===== config.mk =====
export PLATFORM = sky130hd
export DESIGN_NAME = nonce_sweep_ctrl
export DESIGN_NICKNAME = d
export VERILOG_FILES = /design/src/rtl/nonce_sweep_ctrl.sv
export SDC_FILE = /design/constraint.sdc
export NUM_CORES = 2
export LEC_CHECK = 0
export CORE_AREA = 2 2 769 771
export DETAILED_ROUTE_END_ITERATION = 10
export DIE_AREA = 0 0 771 773
export GPL_TIMING_DRIVEN = 0
export HOLD_SLACK_MARGIN = 0.06
export PLACE_DENSITY = 0.31
export REMOVE_ABC_BUFFERS = 1
export SETUP_SLACK_MARGIN = 0.5
export SLEW_MARGIN = 5
export SYNTH_ARGS = -nofsm -noshare
export SYNTH_HDL_FRONTEND = slang
export SYNTH_SLANG_ARGS = --single-unit
export TNS_END_PERCENT = 30

===== constraint.sdc =====
create_clock -name clk -period 2.8 [get_ports clk]
set_input_delay 0.42 -clock clk [delete_from_list [all_inputs] [get_ports clk]]
set_output_delay 0.42 -clock clk [all_outputs]
set_load 0.02 [all_outputs]

===== src/rtl/nonce_sweep_ctrl.sv =====
// nonce_sweep_ctrl: sweeps a 32-bit nonce range through an external sha256 core
// and stops on the first hash <= target, range end, core timeout or abort.
// Ports:
//   clk, reset            clock, synchronous active-high reset
//   go_i, abort_i         start-sweep pulse, stop-sweep request
//   tmpl_i, nonce_start_i, nonce_end_i, target_i   sweep setup, sampled on accepted go
//   core_start_o, core_data_o                      request to the core
//   core_done_i, core_hash_i                       response from the core
//   busy_o, done_o                                 activity, one-cycle completion pulse
//   found_o, exhausted_o, timeout_err_o, aborted_o sticky status
//   found_nonce_o, found_hash_o                    winning result
//   cur_nonce_o, attempts_o                        progress
module nonce_sweep_ctrl #(
  parameter int unsigned NONCE_WORD = 3,
  parameter int unsigned TIMEOUT    = 1024
) (
  input  logic         clk,
  input  logic         reset,
  input  logic         go_i,
  input  logic         abort_i,
  input  logic [511:0] tmpl_i,
  input  logic [31:0]  nonce_start_i,
  input  logic [31:0]  nonce_end_i,
  input  logic [255:0] target_i,
  output logic         core_start_o,
  output logic [511:0] core_data_o,
  input  logic         core_done_i,
  input  logic [255:0] core_hash_i,
  output logic         busy_o,
  output logic         done_o,
  output logic         found_o,
  output logic         exhausted_o,
  output logic         timeout_err_o,
  output logic         aborted_o,
  output logic [31:0]  found_nonce_o,
  output logic [255:0] found_hash_o,
  output logic [31:0]  cur_nonce_o,
  output logic [31:0]  attempts_o
);

  localparam int unsigned NONCE_LO = NONCE_WORD * 32;
  localparam int unsigned TMO_W    = 32;
  localparam logic [TMO_W-1:0] TMO_LAST = TMO_W'(TIMEOUT - 1);

  typedef enum logic [2:0] {S_IDLE, S_ISSUE, S_WAIT, S_CHECK, S_DONE} state_e;

  state_e         state_q;
  logic [511:0]   tmpl_q;
  logic [31:0]    nonce_end_q;
  logic [255:0]   target_q;
  logic [255:0]   hash_q;
  logic [TMO_W-1:0] tmo_q;
  logic           abort_pend_q;
  logic           core_start_q;
  logic [511:0]   core_data_q;
  logic           busy_q;
  logic           done_q;
  logic           found_q;
  logic           exhausted_q;
  logic           timeout_err_q;
  logic           aborted_q;
  logic [31:0]    found_nonce_q;
  logic [255:0]   found_hash_q;
  logic [31:0]    cur_nonce_q;
  logic [31:0]    attempts_q;
  logic [511:0]   issue_blk_d;

  // Template with the nonce word substituted.
  always_comb begin
    issue_blk_d = tmpl_q;
    issue_blk_d[NONCE_LO +: 32] = cur_nonce_q;
  end

  // Controller FSM; busy/done are updated on each transition so they track the state.
  always_ff @(posedge clk) begin
    if (reset) begin
      state_q       <= S_IDLE;
      tmpl_q        <= '0;
      nonce_end_q   <= '0;
      target_q      <= '0;
      hash_q        <= '0;
      tmo_q         <= '0;
      abort_pend_q  <= 1'b0;
      core_start_q  <= 1'b0;
      core_data_q   <= '0;
      busy_q        <= 1'b0;
      done_q        <= 1'b0;
      found_q       <= 1'b0;
      exhausted_q   <= 1'b0;
      timeout_err_q <= 1'b0;
      aborted_q     <= 1'b0;
      found_nonce_q <= '0;
      found_hash_q  <= '0;
      cur_nonce_q   <= '0;
      attempts_q    <= '0;
    end else begin
      core_start_q <= 1'b0;
      done_q       <= 1'b0;
      case (state_q)
        S_IDLE: begin
          // go wins over a simultaneous abort; abort alone is ignored here.
          if (go_i) begin
            tmpl_q        <= tmpl_i;
            nonce_end_q   <= nonce_end_i;
            target_q      <= target_i;
            cur_nonce_q   <= nonce_start_i;
            attempts_q    <= '0;
            found_q       <= 1'b0;
            exhausted_q   <= 1'b0;
            timeout_err_q <= 1'b0;
            aborted_q     <= 1'b0;
            found_nonce_q <= '0;
            found_hash_q  <= '0;
            abort_pend_q  <= 1'b0;
            busy_q        <= 1'b1;
            state_q       <= S_ISSUE;
          end
        end
        S_ISSUE: begin
          core_data_q  <= issue_blk_d;
          core_start_q <= 1'b1;
          tmo_q        <= '0;
          state_q      <= S_WAIT;
        end
        S_WAIT: begin
          if (abort_i) abort_pend_q <= 1'b1;
          if (core_done_i) begin
            hash_q     <= core_hash_i;
            attempts_q <= attempts_q + 32'd1;
            // A pending abort skips the compare entirely.
            if (abort_pend_q || abort_i) begin
              aborted_q <= 1'b1;
              done_q    <= 1'b1;
              state_q   <= S_DONE;
            end else begin
              state_q <= S_CHECK;
            end
          end else if (tmo_q == TMO_LAST) begin
            timeout_err_q <= 1'b1;
            if (abort_pend_q || abort_i) aborted_q <= 1'b1;
            done_q  <= 1'b1;
            state_q <= S_DONE;
          end else begin
            tmo_q <= tmo_q + TMO_W'(1);
          end
        end
        S_CHECK: begin
          if (hash_q <= target_q) begin
            found_q       <= 1'b1;
            found_nonce_q <= cur_nonce_q;
            found_hash_q  <= hash_q;
            done_q        <= 1'b1;
            state_q       <= S_DONE;
          end else if (abort_i || abort_pend_q) begin
            aborted_q <= 1'b1;
            done_q    <= 1'b1;
            state_q   <= S_DONE;
          end else if (cur_nonce_q == nonce_end_q) begin
            exhausted_q <= 1'b1;
            done_q      <= 1'b1;
            state_q     <= S_DONE;
          end else begin
            cur_nonce_q <= cur_nonce_q + 32'd1;
            state_q     <= S_ISSUE;
          end
        end
        S_DONE: begin
          busy_q  <= 1'b0;
          state_q <= S_IDLE;
        end
        default: begin
          busy_q  <= 1'b0;
          state_q <= S_IDLE;
        end
      endcase
    end
  end

  assign core_start_o  = core_start_q;
  assign core_data_o   = core_data_q;
  assign busy_o        = busy_q;
  assign done_o        = done_q;
  assign found_o       = found_q;
  assign exhausted_o   = exhausted_q;
  assign timeout_err_o = timeout_err_q;
  assign aborted_o     = aborted_q;
  assign found_nonce_o = found_nonce_q;
  assign found_hash_o  = found_hash_q;
  assign cur_nonce_o   = cur_nonce_q;
  assign attempts_o    = attempts_q;

endmodule


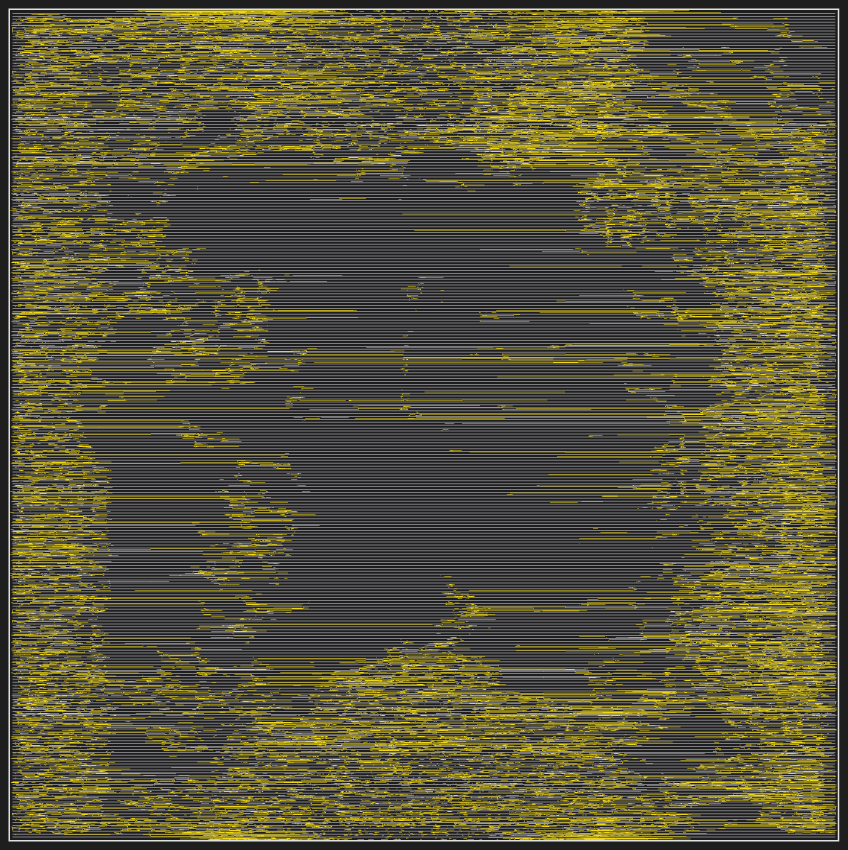
m1.png
Supply wires on this layer in grey.
longest straight run: 269 um
wire length on this layer: 201 mm

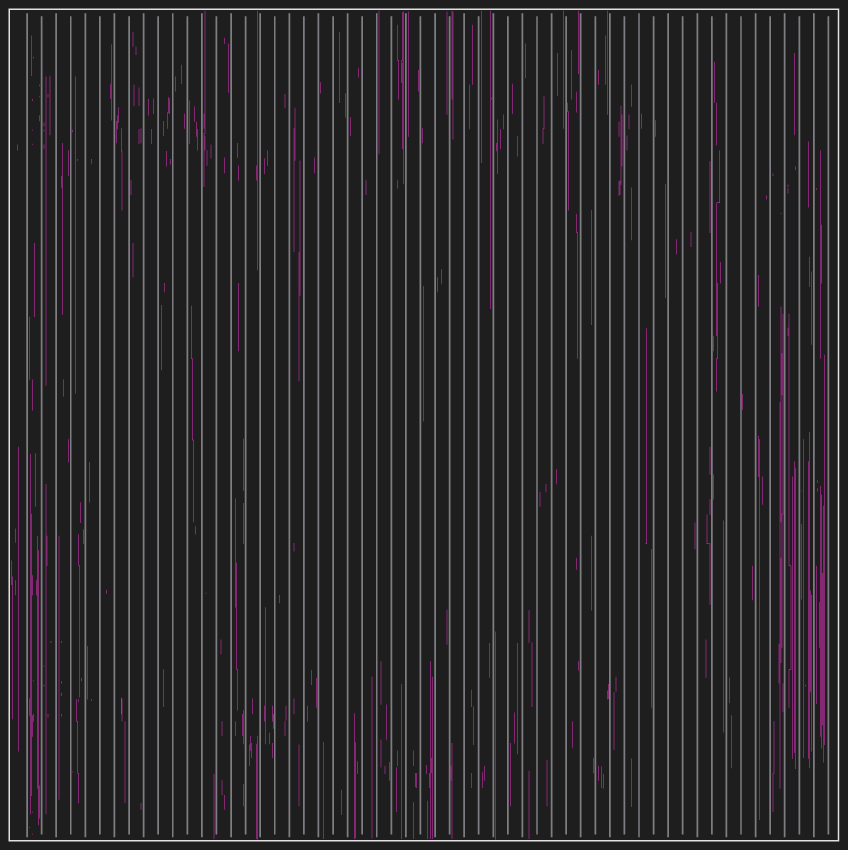
m4.png
Supply wires on this layer in grey.
longest straight run: 363 um
nets with wire on the layer: 253
WL final: 507 mm
vias: 77700

==> impl_metrics.csv <==
group,metric,value,unit
die,die_w,771,um
critical_path,crit_required,3600,ps
die,rows,282,
synthesis,synthXorXnorAreaFrac,0.987,%
min_path,hold_depth,3,
detailed_routing,routed_via_density,3.76,
placement,io_buffers,1931,
cells_and_area,seq_share,29.7,%
synthesis,area_leaders,"dfxtp_1 52%, nand2_1 18%, a21oi_1 11%",
timing,setup_violations,991,
cells_and_area,flops,1931,
cts,hold_buffers,919,
run,cap_violations,0,
cts,cts.sinks,1931,
detailed_routing,post_drt_wl_per_cell,24.6,um
synthesis,aoi_share,15.2,%
cells_and_area,syn2layout_area_growth,74.9,%
cells_and_area,final_core_utilization,22.2,%
cells_and_area,antennaDiodeCount,79,
critical_path,rrSetupSlack,-1540,ps
critical_path,regToRegEndpoint,"found_hash_o[132]",
timing,fmaxAchievable,231,MHz
cts,post_cts_buffers,75,
power,comb_power_share,24.5,%
detailed_routing,drc,0,
synthesis,synth_cell_types,73,
cells_and_area,comb_area_share,26.6,%
synthesis,mux_share,0.0269,%
power,power_clock,0.0372,W
detailed_routing,first_iter_violations,3599,
grt,grt_max_degree,152,
cells_and_area,layout-drive-gt1-share,11.3,%
cells_and_area,ff_latch_area,38700,sq um
timing,max_slew_margin,24.2,%
power,internal_power,0.0606,W
synthesis,yosys_area,74500,sq um
synthesis,synth_warnings,0,
cts,htreeDepth,5,
min_path,hold_path_startpoint,"reset",
detailed_routing,drtPass1Iterations,5,
cts,cts_tree,"built",
power,powerComb,0.0222,W
cells_and_area,inv_count,270,
status,violations,"setup timing",
cells_and_area,largestClassByArea,"sequential cells",
synthesis,synth-seq-cells,1931,
detailed_routing,ant_nets,0,
timing,period_used_share,155,%
power,switchingPower,0.0301,W
synthesis,top_area_share,51.9,%
critical_path,crit_arrival,5140,ps
placement,place_ws,-4860,ps
synthesis,synth-edff-count,0,
synthesis,adder_share,4.35,%
power,p_leak,45.3,nW
placement,gp_congestion,0.810,
die,chip_area,596000,sq um
cells_and_area,final-clk-cell-share,7.19,%
grt,overflow,0,
synthesis,synth_area,74500,sq um
run,warning_count,101,
critical_path,cp_max_fo,7,
grt,grt_pass1_wl,671,mm
cells_and_area,post-route-cell-area,130000,sq um
die,io-pin-count,1964,
min_path,hold_class,"input port to flip-flop",
status,status,"finished with violations",
synthesis,flop_cell,"dfxtp_1",
cts,cts.reportedPaths.clkPinSlew,60,ps
timing,hold_viol,0,
critical_path,crit_type,"flip-flop to flip-flop",
power,pwr-share-seq,34.5,%
cells_and_area,fillCellCount,65600,
power,p_seq,0.0313,W
synthesis,ys_cells,9578,
critical_path,setup.worst_path.end_class,"flip-flop",
grt,antenna_found_initial,236,
timing,drv_slew,0,
timing,fin_ws,-1540,ps
synthesis,simple_gate_area_share,22.4,%
synthesis,topCombFamilyByArea,"simple AND/OR/NAND/NOR gates",
power,clkPwrFrac,41.0,%
power,p_sw_share,33.2,%
cells_and_area,logic_gates,6695,
power,power,0.0908,W
synthesis,postSynthSeqShare,51.9,%
die,initCoreUtil,12.7,%
synthesis,syn_inst,9578,
synthesis,yosysMostFrequentCell,"nand2_1",
power,maxPowerGroup,"the clock network",
cts,clkLatencyLatePin,950,ps
cts,clock_path_buffers,4,
critical_path,r2r-start,"hash_q[225]",
timing,final.setup_skew,60.6,ps
cells_and_area,final_cells,20600,
die,coreArea,588000,sq um
cts,clock-root-buffer,"clkbuf_16",
cells_and_area,final.clkbuf_count,415,
timing,fin_crit,4340,ps
die,dieHeight,773,um
cts,cts_made_buffers,282,
timing,setup_tns,-644290,ps
[kinds of logic after synthesis]
logic type | after synthesis
AND-OR/OR-AND | 2176
flip-flops | 1931
multiplexers | 2
adder cells (fa/ha/maj) | 259
XOR/XNOR | 84
AND/OR/NAND/NOR | 4174
buffers and inverters | 952
[worst max-delay path by stage]
stage | start | to | depth (start not counted)
2_1_floorplan | state_q[2] | found_hash_o[0] | 4
3_3_place_gp | go_i | found_nonce_o[25] | 5
3_5_place_dp | hash_q[108] | found_hash_o[47] | 20
4_1_cts | hash_q[7] | found_hash_o[135] | 20
5_1_grt | target_q[227] | found_hash_o[230] | 19
6_report | hash_q[225] | found_hash_o[132] | 18
[cell usage in the layout, fill, tap and decap left out, types with 54 or more instances in the layout]
cell             instances
clkbuf_1                66
nand3_2                221
clkbuf_8                66
buf_12                  54
diode_2                 79
clkbuf_16              317
o21ai_2                 64
buf_6                   62
dfxtp_1               1895
buf_16                 109
dlygate4sd3_1          916
nand4_1                 87
inv_1                  259
nand2_1               3490
clkdlybuf4s50_1       1929
nor2_1                 112
o21ai_0                 67
ha_1                   234
buf_4                  207
a21oi_1               1655
o21ai_1                217
nand3_1                106
[worst max-delay path: stages (launching register included)]
cell and delay [ps]:
dfxtp_1 360, ha_4 290, nand4_1 220, or4_4 560, or3_4 370, nor3_4 420
nand4_1 180, buf_6 190, nor4_4 270, o21ai_4 160, buf_12 160, buf_16 130
buf_16 130, buf_16 130, buf_16 140, buf_16 160, clkbuf_16 170, nand3_2 60
o21ai_1 50
[metal layers]
layer  part of all wire (%)  global-route usage (%)  wire, um
met5                   0.12                       0       615
met1                     40                    18.1    201000
met3                    7.4                    5.05     37600
met2                     49                    28.6    249000
met4                    3.9                    5.25     19900
Power is estimated from default activity; no workload was simulated.
